### config.mk
export PLATFORM = sky130hd
export DESIGN_NAME = rl_fifo_1r1w_ctrl
export DESIGN_NICKNAME = d
export VERILOG_FILES = /design/src/rtl/rl_fifo_1r1w_ctrl.sv
export SDC_FILE = /design/constraint.sdc
export NUM_CORES = 1
export LEC_CHECK = 0
export ABC_AREA = 1
export CAP_MARGIN = 20
export CORE_MARGIN = 2
export CORE_UTILIZATION = 41
export CTS_CLUSTER_DIAMETER = 30
export CTS_CLUSTER_SIZE = 10
export DETAILED_ROUTE_END_ITERATION = 10
export GPL_ROUTABILITY_DRIVEN = 0
export HOLD_SLACK_MARGIN = 0.05
export PLACE_DENSITY = 0.85
export SKIP_LAST_GASP = 1
export SYNTH_ARGS = -nofsm -noshare
export SYNTH_HDL_FRONTEND = slang
export SYNTH_SLANG_ARGS = --single-unit
export TNS_END_PERCENT = 50
### constraint.sdc
create_clock -name clk_i -period 4.1 [get_ports clk_i]
set_input_delay 0.41 -clock clk_i [delete_from_list [all_inputs] [get_ports clk_i]]
set_output_delay 0.41 -clock clk_i [all_outputs]
set_load 0.02 [all_outputs]
### src/rtl/rl_fifo_1r1w_ctrl.sv
// First-word-fall-through FIFO controller for an external 1R1W RAM with registered read.
// Optional synchronous flush_i port when RL_FIFO_FLUSH_EN is defined.
module rl_fifo_1r1w_ctrl #(
  parameter int unsigned ABITS    = 10,
  parameter int unsigned DBITS    = 32,
  parameter int unsigned AF_LEVEL = 2**ABITS - 4
) (
  input  logic                   rst_ni,
  input  logic                   clk_i,
`ifdef RL_FIFO_FLUSH_EN
  input  logic                   flush_i,
`endif
  input  logic                   push_i,
  input  logic [DBITS-1:0]       din_i,
  input  logic                   pop_i,
  output logic [DBITS-1:0]       dout_o,
  output logic                   empty_o,
  output logic                   full_o,
  output logic                   almost_full_o,
  output logic [ABITS:0]         usedw_o,
  output logic                   ovf_o,
  output logic                   udf_o,
  output logic [ABITS-1:0]       ram_waddr_o,
  output logic [DBITS-1:0]       ram_din_o,
  output logic                   ram_we_o,
  output logic [(DBITS+7)/8-1:0] ram_be_o,
  output logic [ABITS-1:0]       ram_raddr_o,
  input  logic [DBITS-1:0]       ram_dout_i
);

  localparam logic [ABITS:0] DEPTH  = {1'b1, {ABITS{1'b0}}};
  localparam logic [ABITS:0] AF_LVL = (ABITS+1)'(AF_LEVEL);

  logic [ABITS:0] wr_ptr_q, wr_ptr_d;
  logic [ABITS:0] rd_ptr_q, rd_ptr_d;
  logic [ABITS:0] wr_vis_q, wr_vis_d;
  logic           full_q, full_d;
  logic           af_q, af_d;
  logic           ovf_q, ovf_d;
  logic           udf_q, udf_d;

  logic           flush;
  logic           empty;
  logic           push_acc;
  logic           pop_acc;
  logic [ABITS:0] usedw_d;

`ifdef RL_FIFO_FLUSH_EN
  assign flush = flush_i;
`else
  assign flush = 1'b0;
`endif

  always_comb begin
    empty    = (rd_ptr_q == wr_vis_q);
    push_acc = push_i & ~full_q & ~flush;
    pop_acc  = pop_i & ~empty & ~flush;

    wr_ptr_d = wr_ptr_q + {{ABITS{1'b0}}, push_acc};
    rd_ptr_d = rd_ptr_q + {{ABITS{1'b0}}, pop_acc};
    // Visibility lags the write by one cycle so the RAM's old-data read-during-write never reaches dout_o.
    wr_vis_d = wr_ptr_q;
    ovf_d    = ovf_q | (push_i & full_q);
    udf_d    = udf_q | (pop_i & empty);

    if (flush) begin
      wr_ptr_d = '0;
      rd_ptr_d = '0;
      wr_vis_d = '0;
      ovf_d    = 1'b0;
      udf_d    = 1'b0;
    end

    usedw_d = wr_ptr_d - rd_ptr_d;
    full_d  = (usedw_d == DEPTH);
    af_d    = (usedw_d >= AF_LVL);
  end

  always_ff @(posedge clk_i or negedge rst_ni) begin
    if (!rst_ni) begin
      wr_ptr_q <= '0;
      rd_ptr_q <= '0;
      wr_vis_q <= '0;
      full_q   <= 1'b0;
      af_q     <= 1'b0;
      ovf_q    <= 1'b0;
      udf_q    <= 1'b0;
    end else begin
      wr_ptr_q <= wr_ptr_d;
      rd_ptr_q <= rd_ptr_d;
      wr_vis_q <= wr_vis_d;
      full_q   <= full_d;
      af_q     <= af_d;
      ovf_q    <= ovf_d;
      udf_q    <= udf_d;
    end
  end

  assign dout_o        = ram_dout_i;
  assign empty_o       = empty;
  assign full_o        = full_q;
  assign almost_full_o = af_q;
  assign usedw_o       = wr_ptr_q - rd_ptr_q;
  assign ovf_o         = ovf_q;
  assign udf_o         = udf_q;

  assign ram_waddr_o = wr_ptr_q[ABITS-1:0];
  assign ram_din_o   = din_i;
  assign ram_we_o    = push_acc & rst_ni;
  assign ram_be_o    = '1;
  // Read address runs one step ahead so the RAM output tracks the updated head pointer.
  assign ram_raddr_o = rd_ptr_d[ABITS-1:0];

endmodule

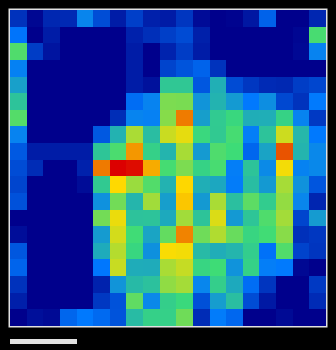
**Above:** wiring heat map.
Scale bar: 20 um. 19 x 19 tiles, from dark blue (low) to red (high), scaled to the fullest tile. Values are wire area over tile area, all layers added.
emptiest ninth of the die: upper left
fullest tile: 0.48
mean over tiles: 0.12
final wirelength: 6520 um
Total GRT Usage: 0.153

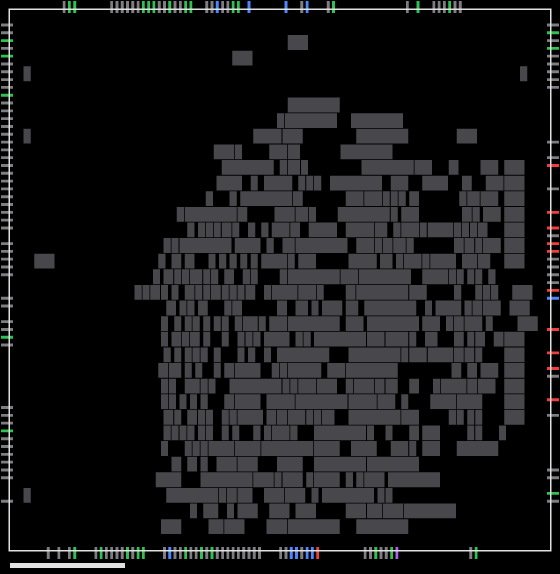
**Above:** pin map.
Scale bar: 20 um. Pins as bars across the die edge, other pins in grey.
| port | colour | pins | direction | edge |
|---|---|---|---|---|
| `udf_o` | purple | 1 | output | bottom |
| `ram_raddr_o` | blue | 10 | output | 5 bottom, 4 top, 1 right |
| `dout_o` | green | 32 | output | 13 top, 11 bottom, 5 left, 3 right |
| `usedw_o` | red | 11 | output | 10 right, 1 bottom |
I/O Buffers: 40
die height: 94.1 um

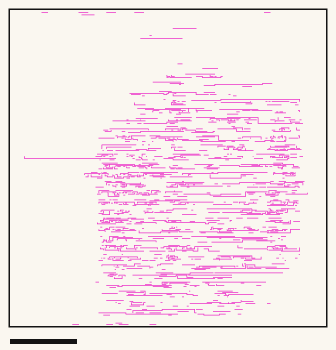
**Above:** the metal 1 layer.
Scale bar: 20 um.
longest straight run: 27.1 um
main direction: horizontal
wire length on this layer: 2700 um
nets with wire on the layer: 397
share of all routed wire: 41%

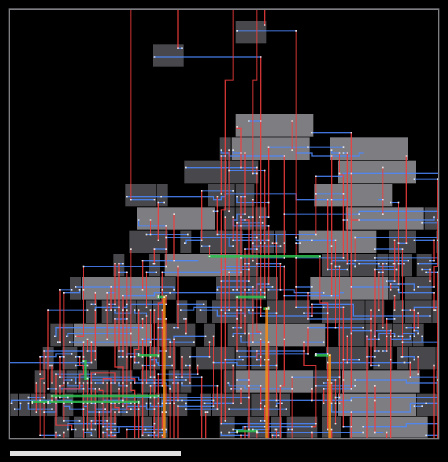
**Above:** layout detail.
Scale bar: 20 um. Region (22, 41) to (72, 91) um. Cells in grey, sequential cells in the stronger grey; small squares are vias.
| layer | colour |
|---|---|
| met1 | blue |
| met2 | red |
| met3 | green |
| met4 | orange |
netlist names of flops here include: `wr_vis_q` (6), `wr_ptr_q` (5), `rd_ptr_q` (4)
most frequent: nand2_1 (28), inv_1 (24), dfrtp_1 (17)
sequential cells in the window: 17
cells with their middle in the window: 136

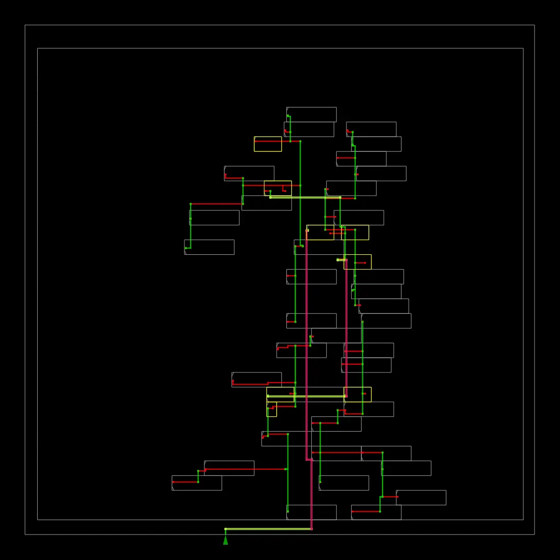
**Above:** clock wiring as the flow saved it.
total CTS buffers: 5
Clk power: 0.000277 W
clk_skew: 0.00653 ns

[state kept, by name, indices dropped and copies added, names as in the netlist]
name and cells:
ovf_o 1, wr_vis_q 11, wr_ptr_q 11, udf_o 1, almost_full_o 1, full_o 1
rd_ptr_q 11
[power groups by stage]
stage	registers [W]	clock network [W]	logic [W]
global route	0.000644	0.000300	0.00241
detailed placement	0.000629	0	0.00217
finish	0.000622	0.000277	0.00218
global placement	0.000618	0	0.00210
CTS	0.000623	0.000280	0.00218
floorplan	0.000589	0	0.00168
[final timing paths]
kind,endpoint,cells past startpoint
min reg2reg,wr_vis_q[0],0
max in group asynchronous,wr_vis_q[8],2
min,ovf_o,2
max,full_o,20
max reg2reg,full_o,20
min in group clk_i,wr_vis_q[0],0
[cells in the final DEF (no fill, tap or decap), drive strengths merged, types with 2 or more instances in the layout]
cell           Yosys  routed
xnor2              8       8
nor3               5       5
nand4              7       7
nor2              30      30
xor2              29      29
inv               65      65
nand2             88      88
nand3             29      29
dfrtp             37      37
a21oi             12      12
clkdlybuf4s50      0      39
conb               1       4
buf               89       2
o21bai             3       3
ha                24      24
clkbuf             0       7
o21ai              5       5
[stage by stage]
step | cells | area [um2] | power, W
floorplan | 440 | 3340 | 0.00227
CTS | 502 | 3300 | 0.00308
global route | 502 | 3300 | 0.00335
global placement | 494 | 3200 | 0.00272
finish | 502 | 3300 | 0.00308
detailed placement | 494 | 3200 | 0.00280
[cells by family (layout without fill, tap and decap cells)]
group / count (synthesis) / in the layout
AND/OR/NAND/NOR: 162 / 162
buffers and inverters: 154 / 114
XOR/XNOR: 37 / 37
flip-flops: 37 / 37
adder cells (fa/ha/maj): 25 / 25
AND-OR/OR-AND: 21 / 21
other: 1 / 4
[area by class of cell]
cell class                 count  area [um2]
fill                         779        4500
multi-input combinational    249        1500
sequential                    37         926
timing repair buffer          41         403
inverter                      65         244
tap                          102         128
clock buffer                   7        96.3
clock inverter                 1        5.00
[layer usage]
| metal | GRT usage | vias up | share of wire |
|---|---|---|---|
| li1 | - | 1183 | - |
| met1 | 0.170 | 1130 | 0.41 |
| met2 | 0.280 | 81 | 0.51 |
| met3 | 0.0289 | 20 | 0.048 |
| met5 | 0 | - | 0 |
| met4 | 0.0664 | 0 | 0.027 |
==> out/results.ini <==
[outcome]
status = completed

[layout]
nets = 492
syn_to_final_growth_pct = -0.677

[worst_setup_path]
critical-path-max-stage-delay_ns = 0.46
slowest_stage = dfrtp_1
r2r_start = rd_ptr_q[7]
crit_buf_inv = 2
r2r_slack_ns = 0.52
crit_chain = xor2_1 > nor4_1 > nand3_1 > nand2_1 > inv_1 > ha_1 > ha_1 > nand3_1 > xor2_1 > inv_1 > ha_1 > a21oi_1 > nor2_1 > nor2_1 > nand2_1 > nand2_1 > nand2_1 > nor2_1 > nand3_1 > nor2_1

[global_routing]
grt_overflow = 0

[yosys]
ys_async_sr_fraction = 1.00
aoi_share = 0.0346
largest_area_cell = dfrtp_1
edf_count = 0
synthSimpleGateAreaFrac = 0.219
top_cell = buf_4
ys_sh_adder = 0.0963
yosysTopAreaCellShare = 0.278
xor_area_frac = 0.0974

[drt]
vias = 2414
drt_iter0_markers = 157
via_per_inst = 4.81
drt.antenna.violating_nets = 0

[timing]
post-route-period-util = 0.873
period_minus_slack_ns = 3.58
fin_setup_tns_ns = 0

[cts]
clk_path_buf_depth = 2
htree_levels = 2
clkLatencyLatePin_ns = 0.29
clock_sinks = 37
cts_tree = built

[hold_path]
worstHoldPathType = primary input to asynchronous set/reset pin

[pwr]
p_sw_w = 0.00155
pwr-share-clk = 0.090
p_int_w = 0.00153
p_per_area_nw_per_um2 = 932

[placed_design]
hpwlAfterDp_um = 5220

[flow_run]
tool_warnings = 26

Power and IR drop assume default switching activity.
